**config.mk**
```make
export PLATFORM = sky130hd
export DESIGN_NAME = memory_stage
export DESIGN_NICKNAME = d
export VERILOG_FILES = /design/src/rtl/memory_stage.sv
export SDC_FILE = /design/constraint.sdc
export NUM_CORES = 1
export LEC_CHECK = 0
export CORE_UTILIZATION = 45
export CTS_CLUSTER_SIZE = 10
export DETAILED_ROUTE_END_ITERATION = 12
export GPL_ROUTABILITY_DRIVEN = 0
export GPL_TIMING_DRIVEN = 0
export PLACE_DENSITY = 0.77
export SETUP_SLACK_MARGIN = 0.2
export SKIP_CTS_REPAIR_TIMING = 1
export SYNTH_ARGS = -nofsm -noshare
export SYNTH_HDL_FRONTEND = slang
export SYNTH_SLANG_ARGS = --single-unit
```
**constraint.sdc**
```tcl
create_clock -name clk -period 11.5 [get_ports clk]
set_clock_uncertainty 0.1 [all_clocks]
set_input_delay 2.875 -clock clk [delete_from_list [all_inputs] [get_ports clk]]
set_output_delay 2.875 -clock clk [all_outputs]
set_load 0.005 [all_outputs]
```
**src/rtl/memory_stage.sv**
```systemverilog
// memory_stage: fourth stage of the minuteCore pipeline.
// Performs loads/stores on the data-memory port and forwards results to writeback.
module memory_stage #(
    parameter int ADDR_W = 32,
    parameter int DATA_W = 32,
    parameter int EX_W   = 4
) (
    input  logic              clk,
    input  logic              reset,
    input  logic [ADDR_W-1:0] PC_in,
    input  logic [31:0]       instr_in,
    input  logic [4:0]        opcode_in,
    input  logic [2:0]        funct_in,
    input  logic [DATA_W-1:0] result_in,
    input  logic [ADDR_W-1:0] addr_in,
    input  logic [4:0]        rd_addr_in,
    input  logic [EX_W-1:0]   exception_in,
    input  logic              exception_in_valid,
    input  logic              nop_instr_in,
    input  logic              halt_in,
    input  logic              pipeline_in_valid,
    output logic              stall_out,
    output logic              dmem_req,
    output logic              dmem_we,
    output logic [ADDR_W-1:0] dmem_addr,
    output logic [DATA_W-1:0] dmem_wdata,
    output logic [3:0]        dmem_wstrb,
    input  logic              dmem_gnt,
    input  logic              dmem_rvalid,
    input  logic [DATA_W-1:0] dmem_rdata,
    output logic [ADDR_W-1:0] PC_out,
    output logic [31:0]       instr_out,
    output logic [4:0]        opcode_out,
    output logic [4:0]        rd_addr_out,
    output logic [DATA_W-1:0] wb_data,
    output logic              wb_en,
    output logic [EX_W-1:0]   exception_out,
    output logic              exception_out_valid,
    output logic              halt_out,
    output logic              nop_instr_out,
    output logic              pipeline_out_valid
);

    localparam logic [4:0] OP_LOAD  = 5'b00000;
    localparam logic [4:0] OP_STORE = 5'b01000;

    typedef enum logic [1:0] {S_IDLE, S_REQ, S_WAIT} state_t;

    state_t r_state;
    state_t w_next;
    logic   w_stall;
    logic   w_retire;

    logic              w_is_ld;
    logic              w_is_st;
    logic              w_mem_cand;
    logic              w_aligned;
    logic              w_memop;
    logic              w_misal;
    logic              w_wb_op;
    logic              w_pass_wb;
    logic [EX_W-1:0]   w_misal_code;
    logic [7:0]        w_byte;
    logic [15:0]       w_half;
    logic [DATA_W-1:0] w_load_data;
    logic [DATA_W-1:0] w_wdata;
    logic [3:0]        w_wstrb;

    logic [ADDR_W-1:0] r_pc;
    logic [31:0]       r_instr;
    logic [4:0]        r_opcode;
    logic [2:0]        r_funct;
    logic [4:0]        r_rd;
    logic [ADDR_W-1:0] r_addr;
    logic [DATA_W-1:0] r_data;
    logic              r_store;
    logic              r_halt;

    assign w_is_ld    = (opcode_in == OP_LOAD);
    assign w_is_st    = (opcode_in == OP_STORE);
    assign w_mem_cand = pipeline_in_valid && (w_is_ld || w_is_st)
                        && !exception_in_valid && !nop_instr_in;
    assign w_memop    = w_mem_cand && w_aligned;
    assign w_misal    = w_mem_cand && !w_aligned;
    assign w_misal_code = w_is_ld ? EX_W'(4) : EX_W'(6);
    assign w_pass_wb  = pipeline_in_valid && !exception_in_valid && !w_misal
                        && !nop_instr_in && (rd_addr_in != 5'd0) && w_wb_op;

    always_comb begin
        w_aligned = 1'b1;
        case (funct_in[1:0])
            2'b00:   w_aligned = 1'b1;
            2'b01:   w_aligned = (addr_in[0] == 1'b0);
            default: w_aligned = (addr_in[1:0] == 2'b00);
        endcase
    end

    always_comb begin
        w_wb_op = 1'b0;
        case (opcode_in)
            5'b01100, 5'b00100, 5'b01101, 5'b00101,
            5'b11011, 5'b11001, 5'b00000, 5'b11100: w_wb_op = 1'b1;
            default: w_wb_op = 1'b0;
        endcase
    end

    always_comb begin
        w_next   = r_state;
        w_stall  = 1'b0;
        w_retire = 1'b0;
        case (r_state)
            S_IDLE: begin
                if (w_memop) begin
                    w_next  = S_REQ;
                    w_stall = 1'b1;
                end
            end
            S_REQ: begin
                w_stall = 1'b1;
                if (dmem_gnt) begin
                    if (r_store) begin
                        w_next   = S_IDLE;
                        w_stall  = 1'b0;
                        w_retire = 1'b1;
                    end else begin
                        w_next = S_WAIT;
                    end
                end
            end
            S_WAIT: begin
                w_stall = !dmem_rvalid;
                if (dmem_rvalid) begin
                    w_next   = S_IDLE;
                    w_retire = 1'b1;
                end
            end
            default: w_next = S_IDLE;
        endcase
    end

    // Reset must pull the upstream hold down even while a memop sits at the input.
    assign stall_out = w_stall && !reset;
    assign dmem_req  = (r_state == S_REQ);
    assign dmem_we   = r_store;
    assign dmem_addr = {r_addr[ADDR_W-1:2], 2'b00};

    always_comb begin
        w_wdata = r_data;
        w_wstrb = 4'b1111;
        case (r_funct[1:0])
            2'b00: begin
                w_wdata = {4{r_data[7:0]}};
                w_wstrb = 4'b0001 << r_addr[1:0];
            end
            2'b01: begin
                w_wdata = {2{r_data[15:0]}};
                w_wstrb = 4'b0011 << r_addr[1:0];
            end
            default: begin
                w_wdata = r_data;
                w_wstrb = 4'b1111;
            end
        endcase
    end

    assign dmem_wdata = r_store ? w_wdata : '0;
    assign dmem_wstrb = r_store ? w_wstrb : 4'b0000;

    always_comb begin
        w_byte = dmem_rdata[7:0];
        case (r_addr[1:0])
            2'd0: w_byte = dmem_rdata[7:0];
            2'd1: w_byte = dmem_rdata[15:8];
            2'd2: w_byte = dmem_rdata[23:16];
            2'd3: w_byte = dmem_rdata[31:24];
            default: w_byte = dmem_rdata[7:0];
        endcase
    end

    assign w_half = r_addr[1] ? dmem_rdata[31:16] : dmem_rdata[15:0];

    always_comb begin
        w_load_data = dmem_rdata;
        case (r_funct)
            3'b000:  w_load_data = {{(DATA_W-8){w_byte[7]}}, w_byte};
            3'b001:  w_load_data = {{(DATA_W-16){w_half[15]}}, w_half};
            3'b100:  w_load_data = {{(DATA_W-8){1'b0}}, w_byte};
            3'b101:  w_load_data = {{(DATA_W-16){1'b0}}, w_half};
            default: w_load_data = dmem_rdata;
        endcase
    end

    always_ff @(posedge clk or posedge reset) begin
        if (reset) r_state <= S_IDLE;
        else       r_state <= w_next;
    end

    always_ff @(posedge clk or posedge reset) begin
        if (reset) begin
            r_pc     <= '0;
            r_instr  <= '0;
            r_opcode <= '0;
            r_funct  <= '0;
            r_rd     <= '0;
            r_addr   <= '0;
            r_data   <= '0;
            r_store  <= 1'b0;
            r_halt   <= 1'b0;
        end else if (r_state == S_IDLE && w_memop) begin
            r_pc     <= PC_in;
            r_instr  <= instr_in;
            r_opcode <= opcode_in;
            r_funct  <= funct_in;
            r_rd     <= rd_addr_in;
            r_addr   <= addr_in;
            r_data   <= result_in;
            r_store  <= w_is_st;
            r_halt   <= halt_in;
        end
    end

    always_ff @(posedge clk or posedge reset) begin
        if (reset) begin
            PC_out              <= '0;
            instr_out           <= '0;
            opcode_out          <= '0;
            rd_addr_out         <= '0;
            wb_data             <= '0;
            wb_en               <= 1'b0;
            exception_out       <= '0;
            exception_out_valid <= 1'b0;
            halt_out            <= 1'b0;
            nop_instr_out       <= 1'b0;
            pipeline_out_valid  <= 1'b0;
        end else begin
            pipeline_out_valid <= 1'b0;
            wb_en              <= 1'b0;
            if (r_state == S_IDLE && !w_memop) begin
                PC_out              <= PC_in;
                instr_out           <= instr_in;
                opcode_out          <= opcode_in;
                rd_addr_out         <= rd_addr_in;
                wb_data             <= result_in;
                wb_en               <= w_pass_wb;
                exception_out       <= w_misal ? w_misal_code : exception_in;
                exception_out_valid <= exception_in_valid || w_misal;
                halt_out            <= halt_in;
                nop_instr_out       <= nop_instr_in;
                pipeline_out_valid  <= pipeline_in_valid;
            end else if (w_retire) begin
                PC_out              <= r_pc;
                instr_out           <= r_instr;
                opcode_out          <= r_opcode;
                rd_addr_out         <= r_rd;
                wb_data             <= r_store ? r_data : w_load_data;
                wb_en               <= !r_store && (r_rd != 5'd0);
                exception_out       <= '0;
                exception_out_valid <= 1'b0;
                halt_out            <= r_halt;
                nop_instr_out       <= 1'b0;
                pipeline_out_valid  <= 1'b1;
            end
        end
    end

endmodule

```
Figure 1. Power grid (run 1).
Pins as bars on the die edge. Tap cells in gray.
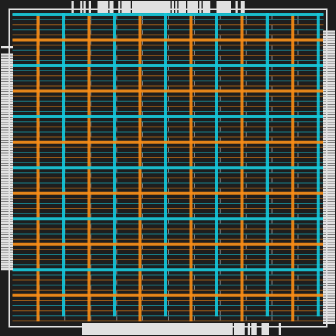
Key: cyan = VDD; orange = VSS
12 straps on met4. 341 tap cells.
Die Span X: 168 um
Die Ht: 168 um
Core Region: 27000 um^2
worst vdd ir: 0.110 mV

Figure 2. Signal wires by layer (run 1).
Bar = 50 um.
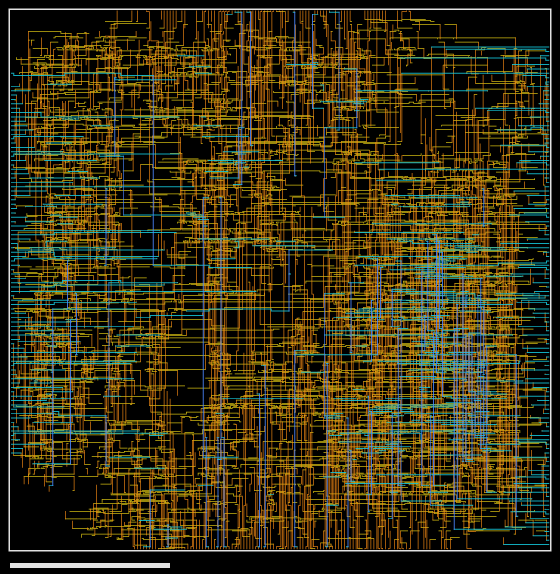
Key: blue = met4 [wire length 2330 um]; orange = met2 [wire length 21.2 mm]; cyan = met3 [wire length 4940 um]; yellow = met1 [wire length 17400 um]
drt total wl: 45800 um
routed length per placed instance: 20.3 um
gr usage total: 32.2%
via count: 12800

Figure 3. Cells colored by class (run 1).
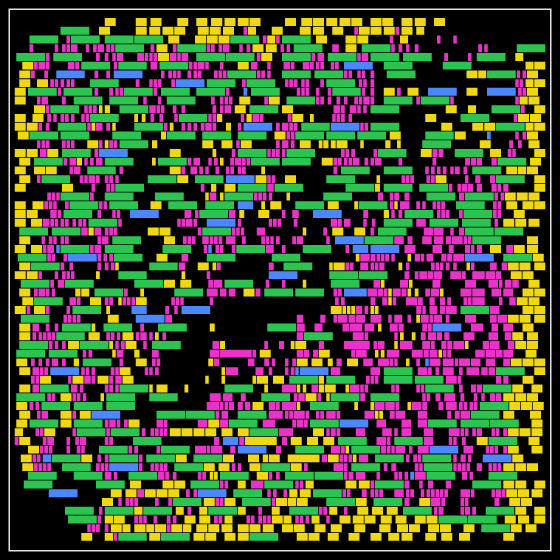
Key: yellow = other buffers and delay cells [cells 512, share of their area 26%]; blue = clock drivers and dummy loads [cells 44, share of their area 5.2%]; green = flip-flops [cells 260, share of their area 38%]; magenta = all other logic [cells 1094, share of their area 31%]

Figure 4. Track usage over the die (run 1).
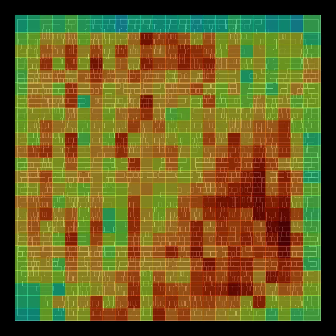
Core Util, Final: 64.8%
met3 Use GR: 8.89%
Top Usage Layer GRT: met2
grt met2 use: 53.2%
met1 usage: 39.6%

==> ci_impl_report.md, run 1 <==
## Synthesis and layout report

| Metric | Value |
|---|---|
| WL met2 | `21200 um` |
| Yosys Chip Area | `12400 um^2` |
| # DRC | `0` |
| ClkCell Share | `5.05%` |
| DP HPWL | `33300 um` |
| Warnings from Yosys | `0` |
| Layout fillers | `2245` |
| Worst hold path class | `flop to flop` |
| Row Count | `60` |
| Status | `complete, no violations` |
| Number of non-clock inverters in the layout | `8` |
| CTS H-tree depth | `1` |
| Clock sink count | `260` |
| R2R depth | `9` |
| Seq. pwr | `1.19 mW` |
| Ys cells | `1495` |
| # port buffers | `368` |
| Initial antenna violation count | `4` |
| RR Endpoint | `r_data[23]` |
| Post-Layout Cell Count | `2255` |
| Pleak | `8.06 nW` |
| Number of non-clock buffers | `512` |
| OpenROAD warning count | `29` |
| Pint | `2.06 mW` |
| Yosys simple share | `25.8%` |
| Number of global-route vias before repair | `12600` |
| DP Area | `16600 um^2` |
| Setup-failing EPs final | `0` |
| GRT overflow | `0` |
| Final ANT Viol Nets | `0` |
| Clock transition at path regs | `50 ps` |
| PD cells | `171 nW/um^2` |
| Pre-antenna DRT Iters | `6` |
| CP max stage delay | `800 ps` |
| Area leader, netlist | `dfrtp_1` |
| MaxCap Viol Count | `0` |
| Final setup TNS | `0 ps` |
| Final-layout non-clock buffer area share | `25.3%` |
| Dominant logic cell type in the layout | `nand2_1` |
| Logic gate fraction of the total cell area | `29.8%` |
| Seq share, synth | `52.3%` |
| Worst hold path startpoint | `r_pc[28]` |
| Final #Nets | `2088` |
| Comb area | `5230 um^2` |
| CP Launch Point | `opcode_in[0]` |
| Tot Pwr | `3.00 mW` |
==> run 2, diff against run 1 <==
Clock period 11.5 ns to 9.4 ns, I/O delays scaled along.
==> run 2 against run 1 <==
Against the previous run: setup slack worse by 1200 ps; first-iteration DRC count up 7.5%; largest cell class unchanged; sequential cell count unchanged; global-route usage about the same; sequential power up 23%.
==> ci_impl_report.md, run 2 <==
## Synthesis and layout report

| Metric | Value |
|---|---|
| Logic gate fraction of the total cell area | `29.9% (was 29.8%)` |
| CTS H-tree depth | `1 (unchanged)` |
| Final ANT Viol Nets | `0 (unchanged)` |
| # DRC | `0 (unchanged)` |
| # port buffers | `368 (unchanged)` |
| DP HPWL | `33800 um (was 33300 um)` |
| Status | `complete, no violations (unchanged)` |
| Yosys simple share | `25.8% (unchanged)` |
| Die Span X | `168 um (unchanged)` |
| Met3 Use GR | `8.32% (was 8.89%)` |
| Clock sink count | `260 (unchanged)` |
| Die Ht | `168 um (unchanged)` |
| Clock transition at path regs | `50 ps (about the same)` |
| Pleak | `8.06 nW (about the same)` |
| Tot Pwr | `3.61 mW (was 3.00 mW)` |
| Ys cells | `1495 (unchanged)` |
| Seq. pwr | `1.46 mW (was 1.19 mW)` |
| Number of non-clock inverters in the layout | `8 (unchanged)` |
| CP Launch Point | `opcode_in[4] (was opcode_in[0])` |
| WL met2 | `21200 um (about the same)` |
| Core Util, Final | `64.8% (about the same)` |
| Final-layout non-clock buffer area share | `25.7% (was 25.3%)` |
| Initial antenna violation count | `2 (was 4)` |
Figure 5. Signal wires by layer (run 2).
Bar = 50 um.
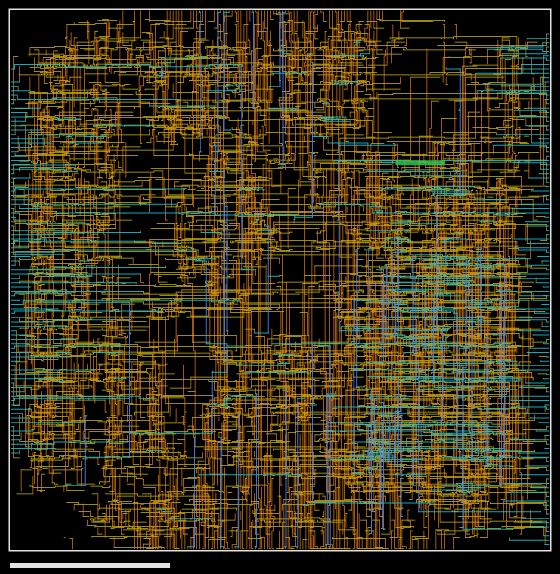
Key: blue = met4 [wire length 2180 um]; orange = met2 [wire length 21.2 mm]; green = met5 [wire length 13.8 um]; cyan = met3 [wire length 4770 um]; yellow = met1 [wire length 17900 um]
gr usage total: 32.2%
via count: 12800
drt total wl: 46000 um
routed length per placed instance: 20.4 um

No activity file was given, so power comes from the tool's default toggle rates.
